--- src/rtl/VX_tcu_pkg.sv ---
// TCU shared definitions.
//   TCU_MAX_INPUTS       : width of the per-lane valid mask fed to the FEDP
//   tcu_fedp_seq_state_t : control states of the FEDP sequencer
package VX_tcu_pkg;

  localparam int TCU_MAX_INPUTS = 8;

  typedef enum logic [1:0] {
    SEQ_IDLE  = 2'd0,
    SEQ_ISSUE = 2'd1,
    SEQ_WAIT  = 2'd2,
    SEQ_RESP  = 2'd3
  } tcu_fedp_seq_state_t;

endpackage

--- src/rtl/vx_tcu_fedp_seq.sv ---
// FEDP sequencer. Takes one dot-product request of up to KMAX N-wide
// operand slices and issues each slice to a fused dot-product unit. Each
// result is chained in as the accumulator of the next slice. The final value
// is returned on a valid/ready response port.
// Ports:
//   clk, reset_n                     clock, async active-low reset
//   req_*                            request handshake, tag, formats,
//                                    slice count, initial accumulator
//   opd_*                            operand slice handshake, a/b slices,
//                                    lane mask
//   fedp_*                           FEDP drive (enable, mask, formats,
//                                    operands, accumulator) and result
//   rsp_*                            response handshake, tag, final value
module vx_tcu_fedp_seq
  import VX_tcu_pkg::*;
#(
  parameter int N       = 2,
  parameter int KMAX    = 8,
  parameter int LATENCY = 4,
  parameter int IDW     = 4
) (
  input  logic                          clk,
  input  logic                          reset_n,

  input  logic                          req_valid,
  output logic                          req_ready,
  input  logic [IDW-1:0]                req_tag,
  input  logic [3:0]                    req_fmt_s,
  input  logic [3:0]                    req_fmt_d,
  input  logic [$clog2(KMAX+1)-1:0]     req_nslices,
  input  logic [31:0]                   req_c_val,

  input  logic                          opd_valid,
  output logic                          opd_ready,
  input  logic [N*32-1:0]               opd_a,
  input  logic [N*32-1:0]               opd_b,
  input  logic [TCU_MAX_INPUTS-1:0]     opd_mask,

  output logic                          fedp_enable,
  output logic [TCU_MAX_INPUTS-1:0]     fedp_vld_mask,
  output logic [3:0]                    fedp_fmt_s,
  output logic [3:0]                    fedp_fmt_d,
  output logic [N*32-1:0]               fedp_a_row,
  output logic [N*32-1:0]               fedp_b_col,
  output logic [31:0]                   fedp_c_val,
  input  logic [31:0]                   fedp_d_val,

  output logic                          rsp_valid,
  input  logic                          rsp_ready,
  output logic [IDW-1:0]                rsp_tag,
  output logic [31:0]                   rsp_d_val
);

  localparam int SCW = $clog2(KMAX + 1);
  localparam int LCW = $clog2(LATENCY + 1);

  tcu_fedp_seq_state_t r_state;
  tcu_fedp_seq_state_t w_state_next;

  logic [IDW-1:0]            r_tag;
  logic [3:0]                r_fmt_s;
  logic [3:0]                r_fmt_d;
  logic [SCW-1:0]            r_nslices;
  logic [SCW-1:0]            r_slice_cnt;
  logic [LCW-1:0]            r_lat_cnt;
  logic [31:0]               r_acc;
  logic                      r_enable;
  logic [N*32-1:0]           r_a_row;
  logic [N*32-1:0]           r_b_col;
  logic [31:0]               r_c_val;
  logic [TCU_MAX_INPUTS-1:0] r_vld_mask;

  logic           w_req_fire;
  logic           w_opd_fire;
  logic           w_opd_live;
  logic [SCW-1:0] w_slice_inc;
  logic           w_last;
  logic           w_d_valid;

  assign w_req_fire  = req_valid & req_ready;
  assign w_opd_fire  = opd_valid & opd_ready;
  assign w_opd_live  = |opd_mask;
  assign w_slice_inc = r_slice_cnt + SCW'(1);
  assign w_last      = (w_slice_inc == r_nslices);
  // lat_cnt is loaded with LATENCY on issue and reaches zero in the cycle
  // the FEDP result for that slice is on fedp_d_val.
  assign w_d_valid   = (r_state == SEQ_WAIT) && (r_lat_cnt == '0);

  always_ff @(posedge clk or negedge reset_n) begin
    if (!reset_n) begin
      r_state <= SEQ_IDLE;
    end else begin
      r_state <= w_state_next;
    end
  end

  always_comb begin
    w_state_next = r_state;
    case (r_state)
      SEQ_IDLE: begin
        if (w_req_fire) begin
          w_state_next = (req_nslices == '0) ? SEQ_RESP : SEQ_ISSUE;
        end
      end
      SEQ_ISSUE: begin
        if (w_opd_fire) begin
          if (w_opd_live) begin
            w_state_next = SEQ_WAIT;
          end else if (w_last) begin
            w_state_next = SEQ_RESP;
          end
        end
      end
      SEQ_WAIT: begin
        if (w_d_valid) begin
          w_state_next = w_last ? SEQ_RESP : SEQ_ISSUE;
        end
      end
      SEQ_RESP: begin
        if (rsp_ready) begin
          w_state_next = SEQ_IDLE;
        end
      end
      default: w_state_next = SEQ_IDLE;
    endcase
  end

  always_comb begin
    req_ready = (r_state == SEQ_IDLE) && r_enable;
    opd_ready = (r_state == SEQ_ISSUE);
    rsp_valid = (r_state == SEQ_RESP);
  end

  always_ff @(posedge clk or negedge reset_n) begin
    if (!reset_n) begin
      r_tag       <= '0;
      r_fmt_s     <= '0;
      r_fmt_d     <= '0;
      r_nslices   <= '0;
      r_slice_cnt <= '0;
      r_lat_cnt   <= '0;
      r_acc       <= '0;
      r_enable    <= 1'b0;
      r_a_row     <= '0;
      r_b_col     <= '0;
      r_c_val     <= '0;
      r_vld_mask  <= '0;
    end else begin
      r_enable   <= 1'b1;
      // Mask is only nonzero in the single cycle a slice is presented.
      r_vld_mask <= '0;
      case (r_state)
        SEQ_IDLE: begin
          if (w_req_fire) begin
            r_tag       <= req_tag;
            r_fmt_s     <= req_fmt_s;
            r_fmt_d     <= req_fmt_d;
            r_nslices   <= req_nslices;
            r_acc       <= req_c_val;
            r_slice_cnt <= '0;
          end
        end
        SEQ_ISSUE: begin
          if (w_opd_fire) begin
            if (w_opd_live) begin
              r_a_row    <= opd_a;
              r_b_col    <= opd_b;
              r_vld_mask <= opd_mask;
              r_c_val    <= r_acc;
              r_lat_cnt  <= LCW'(LATENCY);
            end else begin
              r_slice_cnt <= w_slice_inc;
            end
          end
        end
        SEQ_WAIT: begin
          if (r_lat_cnt != '0) begin
            r_lat_cnt <= r_lat_cnt - LCW'(1);
          end else begin
            r_acc       <= fedp_d_val;
            r_slice_cnt <= w_slice_inc;
          end
        end
        default: ;
      endcase
    end
  end

  assign fedp_enable   = r_enable;
  assign fedp_vld_mask = r_vld_mask;
  assign fedp_fmt_s    = r_fmt_s;
  assign fedp_fmt_d    = r_fmt_d;
  assign fedp_a_row    = r_a_row;
  assign fedp_b_col    = r_b_col;
  assign fedp_c_val    = r_c_val;
  assign rsp_tag       = r_tag;
  assign rsp_d_val     = r_acc;

endmodule

--- config.mk ---
export PLATFORM = sky130hd
export DESIGN_NAME = vx_tcu_fedp_seq
export DESIGN_NICKNAME = d
export VERILOG_FILES = /design/src/rtl/VX_tcu_pkg.sv /design/src/rtl/vx_tcu_fedp_seq.sv
export SDC_FILE = /design/constraint.sdc
export NUM_CORES = 1
export LEC_CHECK = 0
export CAP_MARGIN = 15
export CORE_AREA = 2 2 168 170
export CTS_BUF_LIST = sky130_fd_sc_hd__clkbuf_4 sky130_fd_sc_hd__clkbuf_8
export CTS_CLUSTER_DIAMETER = 50
export CTS_CLUSTER_SIZE = 12
export DETAILED_ROUTE_END_ITERATION = 8
export DIE_AREA = 0 0 170 172
export PLACE_DENSITY = 0.69
export SYNTH_ARGS = -nofsm -noshare
export SYNTH_HDL_FRONTEND = slang
export SYNTH_SLANG_ARGS = --single-unit
--- constraint.sdc ---
create_clock -name clk -period 2.2 [get_ports clk]
set_input_delay 0.22 -clock clk [delete_from_list [all_inputs] [get_ports clk]]
set_output_delay 0.22 -clock clk [all_outputs]
set_load 0.005 [all_outputs]
run_1/pdn.png
The bar under the picture is 50 um long. Pins as bars on the die edge. Tap cells in gray.
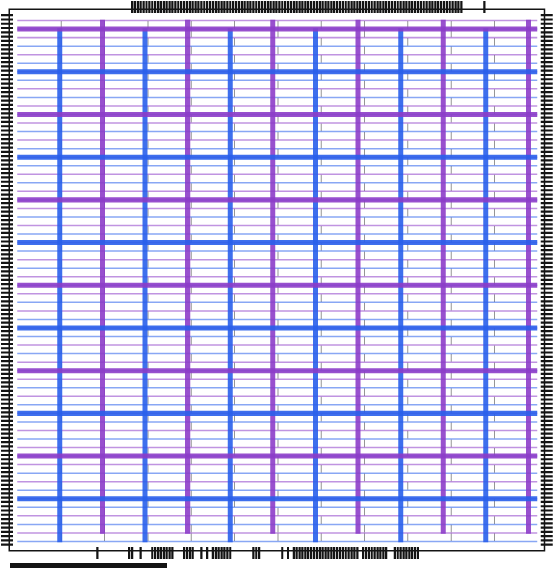
VDD: shown in purple. VSS: shown in blue.
346 tap cells. The core has 61 rows.

run_1/cell_classes.png
The bar under the picture is 50 um long.
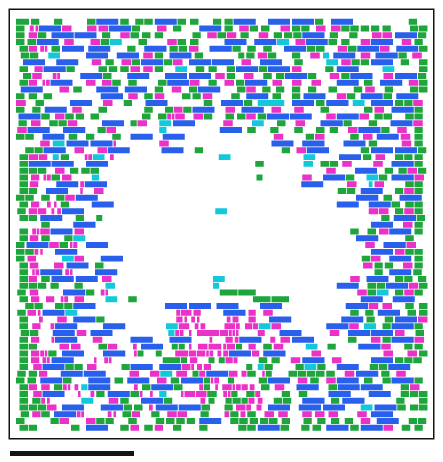
other buffers and delay cells: shown in green, cells 465. flip-flops: shown in blue, cells 226. all other logic: shown in magenta, cells 352. clock drivers and dummy loads: shown in cyan, cells 42.

run_1/clock_map.png
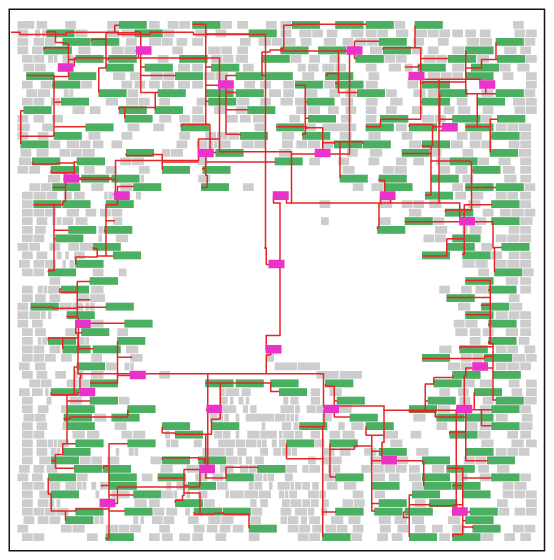
cells driving clock nets: shown in magenta, count 27. flip-flops: shown in green, count 226. clock wires: shown in red, length 3000 um.
Position of the flops: spread over the die. There are 28 routed clock nets.
clock latency on the worst-skew pair: 0.56 ns
Setup Skew: 0.0213 ns

==> impl_metrics.toml, run 1 <==
# physical design summary
[logic_synthesis]
synth.lib_cells_used.distinct = 40
mappedNetlistNets = 837
top_cells_by_count = "sky130_fd_sc_hd__dfrtp_1, sky130_fd_sc_hd__mux2_2, sky130_fd_sc_hd__nor2_1"
post_synth_xor_area_fraction_pct = 0.590
netlist.area_leader.share_pct = 63.5
count_of_flip_flops_with_a_built_in_enable_after_synthesis = 0

[layout]
largest_cell_class = "sequential cells"
ff_latch_area_mm2 = 0.00566
clock_cell_area_share_pct = 3.66
nNetsFinal = 1301
area.share.sequential_pct = 39.2

[critical_path]
timing.critical_path.max_delay_family = "buffers and inverters"
kind_of_critical_path = "reg -> out"
ff2ff_setup_slack_ns = 0.26
cp-start-kind = "flop"
timing.critical_path.to_type = "primary output"

[pwr]
power.share.switching_pct = 30.5
switching_power_mw = 6.04
seq_power_share_pct = 37.3

[detailed_routing]
drt-total-wl_um = 25700
detailed_route_via_count = 6603
met1Wirelength_um = 10300
avgViaCountPerCell = 4.61
met2_length_um = 12300

[die]
core_util_floorplan_pct = 32.4

[status]
run_status = "completed"

[placed_design]
pre_cts_ws_ns = -0.151
globalplace.congestion = 0.810

[timing]
setup_viol_count_final = 0
report.final.hold_viol_count = 0
maxSlewViolCount = 0

[clocking]
clk_transition_reported_paths_ns = 0.08
cts-htree-levels = 1
==> run 1: through the flow <==
step / power [mW] / std cells / setup TNS [ns]
3_5_place_dp: 16.8 / 1382 / -18.65
2_1_floorplan: 11.1 / 608 / 0
4_1_cts: 20.0 / 1429 / 0
6_report: 19.8 / 1431 / 0
5_1_grt: 21.1 / 1431 / -0.00432
3_3_place_gp: 16.6 / 1382 / -15.58
==> run 1: registers in the layout, summed over array words and instances (netlist names) <==
name and cells:
fedp_a_row 64, fedp_b_col 64, fedp_c_val 32, rsp_d_val 32
fedp_vld_mask 8, fedp_fmt_d 4, fedp_fmt_s 4, r_nslices 4
r_slice_cnt 4, rsp_tag 4, r_lat_cnt 3, r_state 2
fedp_enable 1
==> run 1: timing repair <==
item	in CTS	in global routing
endpoints found under the setup margin	2	4
buffers inserted	4	2
gates resized	4	3
pin swaps	0	0
endpoints found under the hold margin	54	0
hold buffers	1	0
==> run 1: routing by layer <==
layer | track usage, % | vias to the layer above
met1 | 20.6 | 3204
met3 | 5.86 | 35
li1 | - | 3070
met5 | 0 | -
met2 | 27.9 | 294
met4 | 3.72 | 0
==> run 1: power groups by stage <==
stage | Combinational (mW) | Sequential, mW | Clock (mW)
2_1_floorplan | 3.66 | 7.49 | 0
4_1_cts | 9.48 | 7.41 | 3.11
3_5_place_dp | 9.36 | 7.48 | 0
5_1_grt | 10.2 | 7.68 | 3.27
6_report | 9.40 | 7.38 | 2.99
3_3_place_gp | 9.26 | 7.38 | 0
==> run 1: layout by cell type (no fill, tap or decap), types with 2 or more instances in the layout <==
| master | count |
|---|---|
| sky130_fd_sc_hd__buf_12 | 5 |
| sky130_fd_sc_hd__nor2_1 | 36 |
| sky130_fd_sc_hd__clkbuf_8 | 29 |
| sky130_fd_sc_hd__inv_1 | 5 |
| sky130_fd_sc_hd__buf_4 | 22 |
| sky130_fd_sc_hd__and3_1 | 8 |
| sky130_fd_sc_hd__nor2_4 | 2 |
| sky130_fd_sc_hd__clkdlybuf4s50_1 | 435 |
| sky130_fd_sc_hd__mux2i_1 | 34 |
| sky130_fd_sc_hd__nand2_1 | 5 |
| sky130_fd_sc_hd__ha_1 | 6 |
| sky130_fd_sc_hd__dfrtp_1 | 226 |
| sky130_fd_sc_hd__inv_8 | 2 |
| sky130_fd_sc_hd__clkinv_4 | 2 |
| sky130_fd_sc_hd__a21oi_1 | 34 |
| sky130_fd_sc_hd__xnor2_1 | 4 |
| sky130_fd_sc_hd__clkbuf_4 | 3 |
| sky130_fd_sc_hd__clkinvlp_4 | 3 |
| sky130_fd_sc_hd__o21ai_0 | 4 |
| sky130_fd_sc_hd__nand2b_1 | 2 |
| sky130_fd_sc_hd__inv_2 | 2 |
| sky130_fd_sc_hd__nor3_1 | 3 |
| sky130_fd_sc_hd__nand3b_1 | 2 |
| sky130_fd_sc_hd__mux2_2 | 176 |
| sky130_fd_sc_hd__xor2_1 | 2 |
| sky130_fd_sc_hd__nand3_1 | 3 |
run_1/metal_stack.png
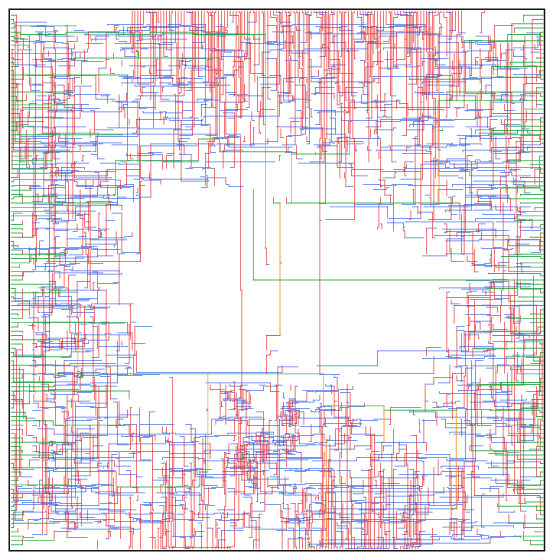

==> run 2, diff against run 1 <==
- CTS_CLUSTER_SIZE: 12 -> not set
run_2/metal_stack.png
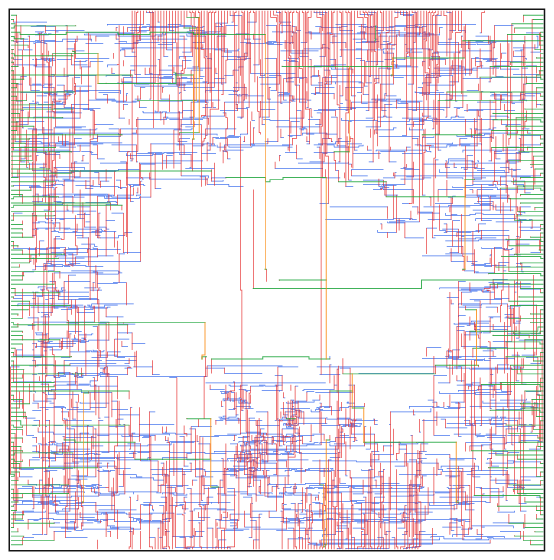
met1: shown in blue, wire length 10200 um. met2: shown in red, wire length 12400 um. met4: shown in orange, wire length 464 um. met3: shown in green, wire length 2800 um.

run_2/cell_classes.png
The bar under the picture is 50 um long.
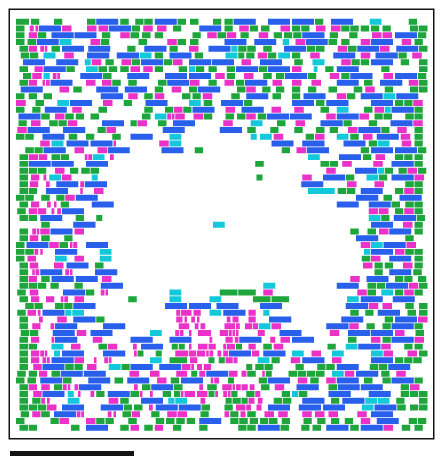
flip-flops: shown in blue, cells 226. all other logic: shown in magenta, cells 352. clock drivers and dummy loads: shown in cyan, cells 72. other buffers and delay cells: shown in green, cells 463.

run_2/final_congestion.png
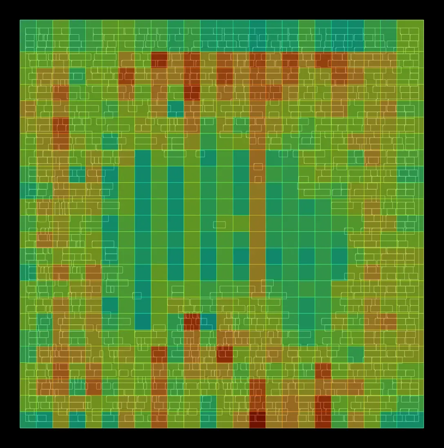
GRT Overall Usage: 17.0%
met3 track utilization from global routing: 6.75%

==> run 2 against run 1 <==
Net effect: worst hold slack better by 0.056 ns; clock power up 41%; combinational power down 0.9%; synthesized cell count unchanged; via count up 1.4%; critical path depth unchanged; die size unchanged; final area up 2.3%; first-iteration DRC count up 17%; critical path type unchanged; largest cell class unchanged.
==> impl_metrics.toml, run 2 <==
# physical design summary
[status]
run_status = "completed"

[placed_design]
dp_cells = 1382
globalplace.congestion = 0.810
pre_cts_ws_ns = -0.151
port_buffers = 436

[timing]
report.final.hold_viol_count = 0
fin_worst_skew_ns = 0.0158
maxSlewViolCount = 0
setup_viol_count_final = 0
fin_hold_ws_ns = 0.250

[logic_synthesis]
top_cells_by_count = "sky130_fd_sc_hd__dfrtp_1, sky130_fd_sc_hd__mux2_2, sky130_fd_sc_hd__nor2_1"
synth.lib_cells_used.distinct = 40
count_of_flip_flops_with_a_built_in_enable_after_synthesis = 0
syn-cell-area_mm2 = 0.00891
ys_cells = 608
netlist.area_leader.share_pct = 63.5
largest_cells_by_area_after_synthesis = "sky130_fd_sc_hd__dfrtp_1, sky130_fd_sc_hd__mux2_2, sky130_fd_sc_hd__mux2i_1"
mappedNetlistNets = 837
yosys_most_used_dff = "sky130_fd_sc_hd__dfrtp_1"

[detailed_routing]
detailed_route_via_count = 6696
drt-total-wl_um = 25900
avgViaCountPerCell = 4.59

[critical_path]
timing.critical_path.to_type = "primary output"
kind_of_critical_path = "reg -> out"
cp_slowest_stage_delay_ns = 0.52
cp_slowest_cell = "sky130_fd_sc_hd__clkdlybuf4s50_1"
cp-start-kind = "flop"

[global_routing]
vias_in_the_first_global_route = 6976
leftover_overflow_at_the_end_of_global_routing = 0
grt_util_met1_pct = 20.7
met2_usage_pct = 28.0
highest_utilization_routing_layer_at_the_global_route_stage = "met2"

[pwr]
power.static_leakage_nw = 6.06

[layout]
layout_top_cells_excl_fill_tap = "sky130_fd_sc_hd__clkdlybuf4s50_1, sky130_fd_sc_hd__dfrtp_1, sky130_fd_sc_hd__mux2_2"
nNetsFinal = 1313
antenna-diode-count = 0
most_instantiated_logic_cell_after_routing = "sky130_fd_sc_hd__clkdlybuf4s50_1"
layout.cells.non_filler = 1459

[die]
io_pins = 437
core_util_floorplan_pct = 32.4

[clocking]
clk_transition_reported_paths_ns = 0.06
cts-htree-levels = 2
worstSkewPairLatency_ns = 0.53
-- run 2: cell counts after synthesis --
Identical to the previous run, type by type.
-- run 2: metrics by stage --
stage	total power, mW	TNS (ns)	area (um2)
detailed placement	16.8	-18.65	13800
CTS	21.2	-0.0115	14700
floorplan	11.1	0	8910
finish	20.9	0	14800
global placement	16.6	-15.58	13800
global route	22.4	-0.0477	14800
-- run 2: path summary, 6_finish.rpt --
kind                                         endpoint  slack [ns]
max in group asynchronous  fedp_b_col[57]$_DFFE_PN0P_        1.31
min in group clk           fedp_a_row[44]$_DFFE_PN0P_        0.30
setup / recovery                            req_ready        0.07
setup reg to reg             r_lat_cnt[2]$_DFFE_PN0P_        0.20
hold reg to reg            fedp_b_col[15]$_DFFE_PN0P_        0.50
hold / removal             fedp_b_col[19]$_DFFE_PN0P_        0.25
-- run 2: critical path, delay by kind of cell, from the launching register on --
kind	cells	cell delay, ns
buffers and inverters	2	0.63
and+or+nand+nor	1	0.15
DFF	1	0.40
adders and majority gates	1	0.22
-- run 2: cells by family (layout without fill, tap and decap cells) --
logic type / after synthesis / in the layout / synth area share [%]
fa+ha+maj: 8 / 8 / 1.12
buf+inv: 37 / 542 / 1.70
flops: 226 / 226 / 63.5
compound gates: 49 / 49 / 3.17
xor+xnor: 6 / 6 / 0.590
mux: 210 / 210 / 26.1
other cells: 1 / 1 / 0.0421
simple gates: 71 / 71 / 3.86
-- run 2: cell type report --
cell class	count	area [um2]	share of cell area, %
inverter	7	26.3	0.178
sequential	226	5660	38.3
tap	346	433	2.93
multi-input combinational	345	3130	21.1
timing repair buffer	463	4640	31.4
clock buffer	69	856	5.79
clock inverter	3	42.5	0.288
-- run 2: what timing repair did --
item | CTS | global route
setup buffers | 0 | 4
endpoints found under the hold margin | 54 | 0
hold buffers | 1 | 0
pin swaps | 0 | 0
endpoints found under the setup margin | 2 | 2
gates resized | 3 | 1
-- run 2: report_power, final --
group | internal, mW | switching (mW) | total [mW] | leakage (nW)
clock network | 2.55 | 1.67 | 4.22 | 0.475
logic | 6.03 | 3.28 | 9.32 | 2.95
registers | 6.24 | 1.16 | 7.40 | 2.64
-- run 2: layer usage --
layer	wire length (um)	up-vias	share of wire, %
li1	-	3106	-
met1	10200	3238	40
met2	12400	310	48
met3	2800	42	11
met4	464	0	1.8
met5	0	-	0
Power and IR drop assume default switching activity.
